### Metal layers overlaid, run 1

Scale: 1.5 px per µm. Only two layers are drawn.
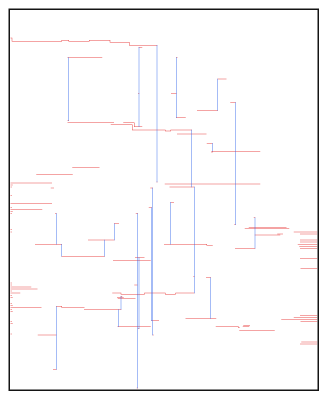
### Register map, names as in the netlist, run 1

Scale: 2 px per µm. Other sequential cells in the stronger grey, the rest of the logic in the fainter grey.
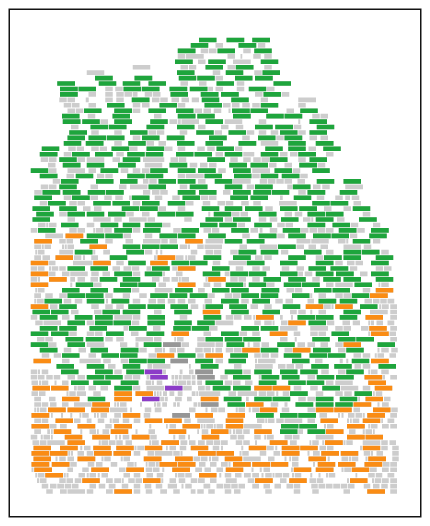
### I/O nets highlighted, run 1

Scale: 2 px per µm.
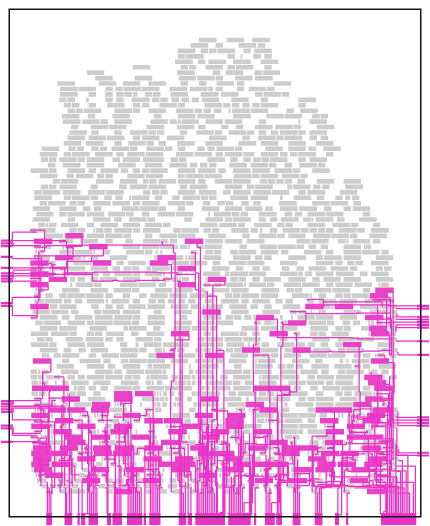
File: src/rtl/samp_pkg.sv
// Shared constants and payload types for the layer-2 window generator.
package samp_pkg;

    localparam int unsigned DATA_W = 16;
    localparam int unsigned IMG_W  = 14;
    localparam int unsigned IMG_H  = 14;
    localparam int unsigned K      = 3;

    localparam int unsigned COL_W  = $clog2(IMG_W);
    localparam int unsigned ROW_W  = $clog2(IMG_H);

    typedef logic [DATA_W-1:0] pixel_t;
    // Element (r,c) sits at index r*K+c; r=0 is the oldest row, c=0 the oldest column.
    typedef pixel_t [K*K-1:0] window_t;

    function automatic int unsigned win_idx(input int unsigned r, input int unsigned c);
        return r * K + c;
    endfunction

endpackage

File: src/rtl/samp_window_gen_if.sv
// Pooled-pixel input stream and KxK window output stream of the window generator.
interface samp_window_gen_if;
    import samp_pkg::*;

    logic    Input_Reset;
    pixel_t  Input_Pixel;
    logic    Input_Valid;
    logic    Input_Finish;
    window_t Window_Data;
    logic    Window_Valid;
    logic    Window_Finish;

    // master drives pixels and consumes windows; slave is the generator itself
    modport master (
        output Input_Reset, Input_Pixel, Input_Valid, Input_Finish,
        input  Window_Data, Window_Valid, Window_Finish
    );

    modport slave (
        input  Input_Reset, Input_Pixel, Input_Valid, Input_Finish,
        output Window_Data, Window_Valid, Window_Finish
    );

endinterface

File: src/rtl/samp_line_delay.sv
// One image-row delay line: DEPTH-entry pixel shift register advancing on en.
module samp_line_delay #(
    parameter int unsigned DATA_W = 16,
    parameter int unsigned DEPTH  = 14
) (
    input  logic              h_clk,
    input  logic              h_reset,
    input  logic              en,
    input  logic [DATA_W-1:0] din,
    output logic [DATA_W-1:0] dout
);

    logic [DEPTH*DATA_W-1:0] sr_q;

    always_ff @(posedge h_clk or posedge h_reset) begin
        if (h_reset) begin
            sr_q <= '0;
        end else if (en) begin
            sr_q <= {sr_q[(DEPTH-1)*DATA_W-1:0], din};
        end
    end

    // Oldest entry: the pixel accepted DEPTH enables ago, i.e. same column one row up.
    assign dout = sr_q[DEPTH*DATA_W-1 -: DATA_W];

endmodule

File: src/rtl/samp_window_gen.sv
// Raster-stream to KxK sliding-window generator between the pooling layer and the layer-2 conv engine.
module samp_window_gen
    import samp_pkg::*;
(
    input  logic              h_clk,
    input  logic              h_reset,
    samp_window_gen_if.slave  bus
);

    logic [COL_W-1:0] col_q;
    logic [ROW_W-1:0] row_q;
    pixel_t           tap [K-1];
    pixel_t           din [K-1];
    window_t          win_q;
    window_t          win_next;
    logic             valid_q;
    logic             finish_q;
    logic             shift_en;
    logic             col_last;
    logic             at_last;
    logic             in_window;

    assign shift_en  = bus.Input_Valid && !bus.Input_Reset;
    assign col_last  = (col_q == COL_W'(IMG_W - 1));
    assign at_last   = col_last && (row_q == ROW_W'(IMG_H - 1));
    assign in_window = (row_q >= ROW_W'(K - 1)) && (col_q >= COL_W'(K - 1));

    // Chain of K-1 row buffers; line j outputs the pixel j+1 rows above the current one.
    for (genvar j = 0; j < K - 1; j++) begin : g_line
        if (j == 0) begin : g_head
            assign din[j] = bus.Input_Pixel;
        end else begin : g_chain
            assign din[j] = tap[j-1];
        end
        samp_line_delay #(
            .DATA_W (DATA_W),
            .DEPTH  (IMG_W)
        ) u_line (
            .h_clk   (h_clk),
            .h_reset (h_reset),
            .en      (shift_en),
            .din     (din[j]),
            .dout    (tap[j])
        );
    end

    // Window shifts left one column; the new right column is oldest row first, live pixel last.
    for (genvar r = 0; r < K; r++) begin : g_row
        for (genvar c = 0; c < K; c++) begin : g_col
            if (c < K - 1) begin : g_shift
                assign win_next[win_idx(r, c)] = win_q[win_idx(r, c + 1)];
            end else if (r < K - 1) begin : g_tap
                assign win_next[win_idx(r, c)] = tap[K-2-r];
            end else begin : g_live
                assign win_next[win_idx(r, c)] = bus.Input_Pixel;
            end
        end
    end

    // Raster position of the next pixel; a soft clear or early finish restarts the frame.
    always_ff @(posedge h_clk or posedge h_reset) begin
        if (h_reset) begin
            col_q <= '0;
            row_q <= '0;
        end else if (bus.Input_Reset || bus.Input_Finish) begin
            col_q <= '0;
            row_q <= '0;
        end else if (bus.Input_Valid) begin
            if (col_last) begin
                col_q <= '0;
                row_q <= at_last ? '0 : row_q + ROW_W'(1);
            end else begin
                col_q <= col_q + COL_W'(1);
            end
        end
    end

    // Window register and the one-cycle valid/finish pulses.
    always_ff @(posedge h_clk or posedge h_reset) begin
        if (h_reset) begin
            win_q    <= '0;
            valid_q  <= 1'b0;
            finish_q <= 1'b0;
        end else if (bus.Input_Reset) begin
            win_q    <= '0;
            valid_q  <= 1'b0;
            finish_q <= 1'b0;
        end else begin
            valid_q  <= bus.Input_Valid && in_window;
            finish_q <= (bus.Input_Valid && at_last) || bus.Input_Finish;
            if (bus.Input_Valid) begin
                win_q <= win_next;
            end
        end
    end

    assign bus.Window_Data   = win_q;
    assign bus.Window_Valid  = valid_q;
    assign bus.Window_Finish = finish_q;

endmodule
File: src/flat_wrapper.sv
// flat-port wrapper written by rule: the top's interface ports become plain ports
module samp_window_gen_flat import samp_pkg::*;
  (h_clk, h_reset, bus_Input_Reset, bus_Input_Pixel, bus_Input_Valid, bus_Input_Finish, bus_Window_Data, bus_Window_Valid, bus_Window_Finish);
  samp_window_gen_if bus_i ();
  input  logic h_clk;
  input  logic h_reset;
  input wire logic [$bits(bus_i.Input_Reset)-1:0] bus_Input_Reset;
  input wire logic [$bits(bus_i.Input_Pixel)-1:0] bus_Input_Pixel;
  input wire logic [$bits(bus_i.Input_Valid)-1:0] bus_Input_Valid;
  input wire logic [$bits(bus_i.Input_Finish)-1:0] bus_Input_Finish;
  output wire logic [$bits(bus_i.Window_Data)-1:0] bus_Window_Data;
  output wire logic [$bits(bus_i.Window_Valid)-1:0] bus_Window_Valid;
  output wire logic [$bits(bus_i.Window_Finish)-1:0] bus_Window_Finish;
  assign bus_i.Input_Reset = bus_Input_Reset;
  assign bus_i.Input_Pixel = bus_Input_Pixel;
  assign bus_i.Input_Valid = bus_Input_Valid;
  assign bus_i.Input_Finish = bus_Input_Finish;
  assign bus_Window_Data = bus_i.Window_Data;
  assign bus_Window_Valid = bus_i.Window_Valid;
  assign bus_Window_Finish = bus_i.Window_Finish;
  samp_window_gen u_core (.h_clk(h_clk), .h_reset(h_reset), .bus(bus_i));
endmodule
File: config.mk
export PLATFORM = sky130hd
export DESIGN_NAME = samp_window_gen_flat
export DESIGN_NICKNAME = d
export VERILOG_FILES = /design/src/rtl/samp_pkg.sv /design/src/rtl/samp_window_gen_if.sv /design/src/rtl/samp_line_delay.sv /design/src/rtl/samp_window_gen.sv /design/src/flat_wrapper.sv
export SDC_FILE = /design/constraint.sdc
export NUM_CORES = 1
export LEC_CHECK = 0
export CAP_MARGIN = 25
export CORE_AREA = 10 10 195 243
export CTS_BUF_LIST = sky130_fd_sc_hd__clkbuf_16
export DETAILED_ROUTE_END_ITERATION = 10
export DIE_AREA = 0 0 205 253
export MAX_ROUTING_LAYER = met4
export PLACE_DENSITY_LB_ADDON = 0.25
export SLEW_MARGIN = 20
export SYNTH_ARGS = -nofsm -noshare
export SYNTH_HDL_FRONTEND = slang
export SYNTH_SLANG_ARGS = --single-unit
File: constraint.sdc
create_clock -name h_clk -period 38.6 [get_ports h_clk]
set_clock_uncertainty 0.1 [all_clocks]
set_input_delay 7.72 -clock h_clk [delete_from_list [all_inputs] [get_ports h_clk]]
set_output_delay 7.72 -clock h_clk [all_outputs]
set_load 0.02 [all_outputs]
==> flow_summary.yaml, run 1 <==
# synthesis and place-and-route metrics
global_routing:
  first_global_vias: 12089
  grt_usage_pct: 16.0
  grt_max_degree: 194
  overflow: 0
  antenna_found_initial: 0
  grt_pass1_wl_mm: 65.3
cells_and_area:
  layout_top_cells: "602 x dfrtp_1, 448 x mux2_2, 164 x clkdlybuf4s50_1"
  comb_area_mm2: 0.00731
  stdcell_area_mm2: 0.0266
  top_register: "u_core.g_line.u_line.sr_q"
  area_growth_pct: 15.5
  layout_top_cell: "dfrtp_1"
  largest_reg_flops: 448
  nNetsFinal: 1646
  fillers: 3203
  n_antenna_cell: 0
  drive_above_1_share_pct: 33.0
outcome:
  status: "finished, final reports clean"
worst_hold_path:
  hold_end: "u_core.g_line[1].u_line.sr_q[144]$_DFFE_PP0P_"
  hold_class: "reg2reg"
  hold_depth: 1
  worstHoldStart: "u_core.g_line[1].u_line.sr_q[128]$_DFFE_PP0P_"
power:
  pwr-share-comb_pct: 12.3
  powerClk_uw: 508
  p_seq_share_pct: 54.4
  power.group.top: "registers"
  ir_worst_vdd_mv: 0.0417
  power.total_mw: 1.53
  power_switching_uw: 368
  sw_frac_of_total_pct: 24.1
  power_density_mw_per_mm2: 57.3
  power_frac_clock_pct: 33.3
  intPower_mw: 1.16
  pg_comb_uw: 188
  leakage_nw: 13.0
route:
  vias: 11611
  firstDrtPassIters: 4
  drtIter0Drc: 495
  drc: 0
  routed_wl_mm: 39.8
  wl_per_cell_um: 17.9
  detail-route-antenna-nets: 0
  via_per_inst: 5.21
synth:
  syn_nets: 1492
  top_cell: "dfrtp_1"
  synthesis.area_mm2: 0.0231
  yosys_area_mm2: 0.0231
  ys_types: 31
  avgSynthCellArea_um2: 15.7
  ys.flops: 602
  area_leaders: "dfrtp_1 65%, mux2_2 22%, mux2i_1 6.3%"
  async_flop_share_pct: 100
  edf_count: 0
  yosys_warnings: 0
  synthFlopType: "dfrtp_1"
  ys_cells: 1468
  top_area_cell: "dfrtp_1"
  ys_seq_share_pct: 65.3
  synthCells: 1468
  common_cells: "602 x dfrtp_1, 448 x mux2_2, 151 x nor2_1"
  top_cell_area_share_pct: 65.3
die:
  die_x_um: 205
  fp-utilization_pct: 54.1
  rows: 85
  die_h_um: 253
  fp.coreArea_mm2: 0.0426
  chip_area_mm2: 0.0519
setup_path:
  arrival_ps: 11200
  r2r_slack_ps: 36900
  timing.rr.start: "u_core.row_q[0]$_DFFE_PP0P_"
  critPathSlowestCell: "nand2b_4"
  reg2reg_to: "u_core.row_q[0]$_DFFE_PP0P_"
  crit_fanout: 193
  critPathCaptureType: "flop"
  cp_data_required_time_ps: 38960
  path_common_cell: "buf_4"
  crit_path_max_incr_delay_ps: 800
  cp-start-kind: "input port"
  r2r_cells: 4
  criticalPathCategory: "in2reg"
  crit_chain: "buf_4 -> nand2b_4 -> buf_12 -> buf_4 -> mux2_2"
cts:
  cts_buffer_depth: 3
  cts_made_buffers: 56
  root_buffer: "clkbuf_16"
  post_cts_resized: 0
  clkSlewWorstSetupHoldPaths_ps: 60
  htreeDepth: 2
  cts.sinks: 602
  holdBufCountCts: 0
  postCtsSetupBuffers: 0
  cts_tree: "built"
  clk_latency_ps: 580
place:
  place_hpwl_mm: 25.6
  placed_cell_area_mm2: 0.0249
  gp_congestion: 0.730
  place_ws_ps: 26860
sta:
  grt_setup_unrepaired: "no"
  fmax_mhz: 92.2
  setup_violations: 0
  tightestPinTransition_ps: 981
  max_slew_margin_pct: 34.6
  fin_crit_sh_pct: 28.1
  hold_violations: 0
  tns_ps: 0
  setup_ws_ps: 27750
  finalCriticalPeriod_ps: 10850
  slew_violations: 0
flow_run:
  maxCapViolCount: 0
  tool_warnings: 32
Notes on 'Metal layers overlaid' above:
layer	colour	wire length
metal 3	red	1250 µm
metal 4	blue	969 µm

Notes on 'Register map, names as in the netlist' above:
name in the netlist	colour	placed flops
`u_core.g_line.u_line.sr_q`	green	448
`u_core.col_q`	purple	4
`u_core.bus.Window_Data`	orange	144
not coloured	6
P_seq: 830 µW
fin util: 62.5%
FF+latch area: 0.0151 mm²

Notes on 'I/O nets highlighted' above:
port	colour	bits	direction	edge	end cells	buffers	wire
`bus_Window_Data`	magenta	144	output	110 bottom, 19 left, 15 right	144	144	8310 µm
Ports: 167
tally of buffers added on design ports: 166

==> run 1: cell families (layout without fill, tap and decap cells) <==
kind of cell | count (synthesis) | in the layout | share of synthesized area (%)
fa+ha+maj | 3 | 3 | 0.163
flops | 602 | 602 | 65.3
simple gates | 168 | 168 | 2.92
buf+inv | 89 | 284 | 3.07
compound gates | 11 | 11 | 0.325
mux | 593 | 593 | 28.2
xor+xnor | 2 | 2 | 0.0759
==> run 1: through the flow <==
step / std cells / hold WS (ps)
after global placement: 2126 / 381
after floorplan: 1468 / 375
after global routing: 2228 / 409
after CTS: 2226 / 396
after detailed placement: 2127 / 385
final: 2228 / 392
==> run 1: layer usage <==
layer	vias to the layer above	track usage, %	share of wire, %
li1	5403	-	-
met5	-	-	0
met1	6020	18.0	39
met2	137	28.5	55
met3	51	2.70	3.1
met4	0	5.01	2.4
==> run 1: cell type report <==
type | instances | area share, %
sequential | 602 | 56.5
multi-input combinational | 777 | 27.4
timing repair buffer | 182 | 6.95
clock buffer | 56 | 5.26
tap | 565 | 2.65
clock inverter | 43 | 1.08
inverter | 3 | 0.0892
==> run 1: worst max-delay path by stage <==
stage,startpoint,end
final,bus_Input_Reset,u_core.g_line[1].u_line.sr_q[76]$_DFFE_PP0P_
after global placement,h_reset,u_core.bus.Window_Data[86]$_DFFE_PP0P_
after CTS,h_reset,u_core.g_line[0].u_line.sr_q[50]$_DFFE_PP0P_
after detailed placement,h_reset,u_core.g_line[1].u_line.sr_q[14]$_DFFE_PP0P_
after floorplan,h_reset,u_core.bus.Window_Data[0]$_DFFE_PP0P_
after global routing,bus_Input_Reset,u_core.g_line[1].u_line.sr_q[92]$_DFFE_PP0P_
==> run 1: worst max-delay path: cells and delay by family <==
kind                   cells  cell delay (ps)
buffers and inverters      3             2070
multiplexers               1              410
AND/OR/NAND/NOR            1              800
## Run 2: what changed since run 1
==> constraint.sdc (replaced) <==
create_clock -name h_clk -period 11.1 [get_ports h_clk]
set_clock_uncertainty 0.1 [all_clocks]
set_input_delay 2.22 -clock h_clk [delete_from_list [all_inputs] [get_ports h_clk]]
set_output_delay 2.22 -clock h_clk [all_outputs]
set_load 0.02 [all_outputs]
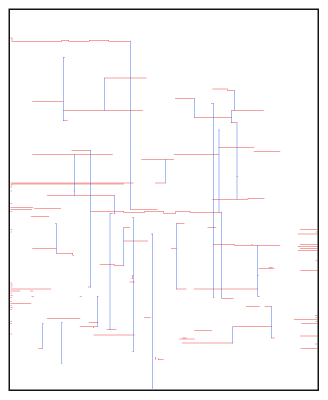
*Metal layers overlaid, run 2*
Scale: 1.5 px per µm. Only two layers are drawn.
layer	colour	wire length
metal 3	red	1440 µm
metal 4	blue	1140 µm

==> flow_summary.yaml, run 2 <==
# synthesis and place-and-route metrics
outcome:
  status: "finished, final reports clean"
synth:
  syn_nets: 1492
  ys_cells: 1468
  ys_seq_share_pct: 65.3
  top_cell: "dfrtp_1"
  edf_count: 0
  top_cell_area_share_pct: 65.3
  ys_sh_adder_pct: 0.163
  ys_sh_xor_pct: 0.0759
  ys_sh_mux_pct: 28.2
  avgSynthCellArea_um2: 15.7
  synthesis.area_mm2: 0.0231
  common_cells: "602 x dfrtp_1, 448 x mux2_2, 151 x nor2_1"
  ys_types: 31
  yosys_warnings: 0
sta:
  tightestPinTransition_ps: 1110
  tns_ps: 0
  max_slew_margin_pct: 25.7
  setup_violations: 0
  grt_setup_unrepaired: "no"
  hold_violations: 0
global_routing:
  first_global_vias: 11901
  grt_usage_pct: 15.8
  grt_pass1_wl_mm: 64.4
  grt-busiest-layer: "met2"
  antenna_found_initial: 0
  grtUsageMet3_pct: 2.95
cells_and_area:
  fillers: 3093
  n_antenna_cell: 0
  largest_reg_flops: 448
  top_register: "u_core.g_line.u_line.sr_q"
  finalCoreUtilization_pct: 63.1
  comb_area_mm2: 0.00731
  drive_above_1_share_pct: 33.0
  seq_area_mm2: 0.0151
  area_growth_pct: 16.6
setup_path:
  arrival_ps: 5060
  cp-start-kind: "input port"
  critPathCaptureType: "flop"
cts:
  cts.sinks: 602
  holdBufCountCts: 0
  htreeDepth: 2
  postCtsSetupBuffers: 0
die:
  rows: 85
  fp-utilization_pct: 54.1
  chip_area_mm2: 0.0519
  die_h_um: 253
place:
  placed_cell_area_mm2: 0.0249
  gp_congestion: 0.741
  place_hpwl_mm: 24.5
route:
  wl_met3_mm: 1.44
  wl_met2_mm: 21.4
  vias: 11535
  wl_met1_mm: 15.5
  wl_per_cell_um: 17.7
power:
  leakage_nw: 13.1
  ir_worst_vdd_mv: 0.159
  power_density_mw_per_mm2: 205
worst_hold_path:
  hold_class: "reg2reg"
flow_run:
  tool_warnings: 36
[run 2: final timing paths]
check	startpoint	endpoint	slack [ps]	cells past startpoint
min	u_core.g_line[0].u_line.sr_q[207]$_DFFE_PP0P_	u_core.g_line[0].u_line.sr_q[223]$_DFFE_PP0P_	390	1
min in group asynchronous	h_reset	u_core.bus.Window_Data[64]$_DFFE_PP0P_	1960	3
max	bus_Input_Reset	u_core.g_line[1].u_line.sr_q[34]$_DFFE_PP0P_	6420	4
max reg2reg	u_core.row_q[1]$_DFFE_PP0P_	u_core.row_q[1]$_DFFE_PP0P_	9390	5
max in group asynchronous	h_reset	u_core.g_line[0].u_line.sr_q[185]$_DFFE_PP0P_	6930	5
min reg2reg	u_core.g_line[0].u_line.sr_q[207]$_DFFE_PP0P_	u_core.g_line[0].u_line.sr_q[223]$_DFFE_PP0P_	390	1
[run 2: metrics by stage]
step	worst slack (ps)	power [mW]	hold slack, ps	std cells
6_report	6420	5.50	394	2234
5_1_grt	6280	5.77	404	2234
3_3_place_gp	5810	3.53	383	2121
3_5_place_dp	5770	3.58	385	2121
2_1_floorplan	569	3.38	375	1468
4_1_cts	6400	5.58	399	2231
[run 2: power by group]
| group | switching (mW) | total [mW] | internal [mW] |
|---|---|---|---|
| Clock | 0.802 | 1.98 | 1.17 |
| Sequential | 0.234 | 2.87 | 2.63 |
| Combinational | 0.248 | 0.658 | 0.410 |
[run 2: cell type report]
class                           instances  area share [%]
Inverter                                3          0.0558
Clock buffer                           61            5.67
Multi-Input combinational cell        777            27.2
Clock inverter                         49            1.56
Timing Repair Buffer                  177            6.91
Sequential cell                       602            56.0
Tap cell                              565            2.63
[run 2: critical path: stages]
cell,delay (ps)
buf_4,520
nand2b_4,850
buf_12,750
mux2_2,420
Power figures rest on the tool's default switching activity, not on a simulated workload.
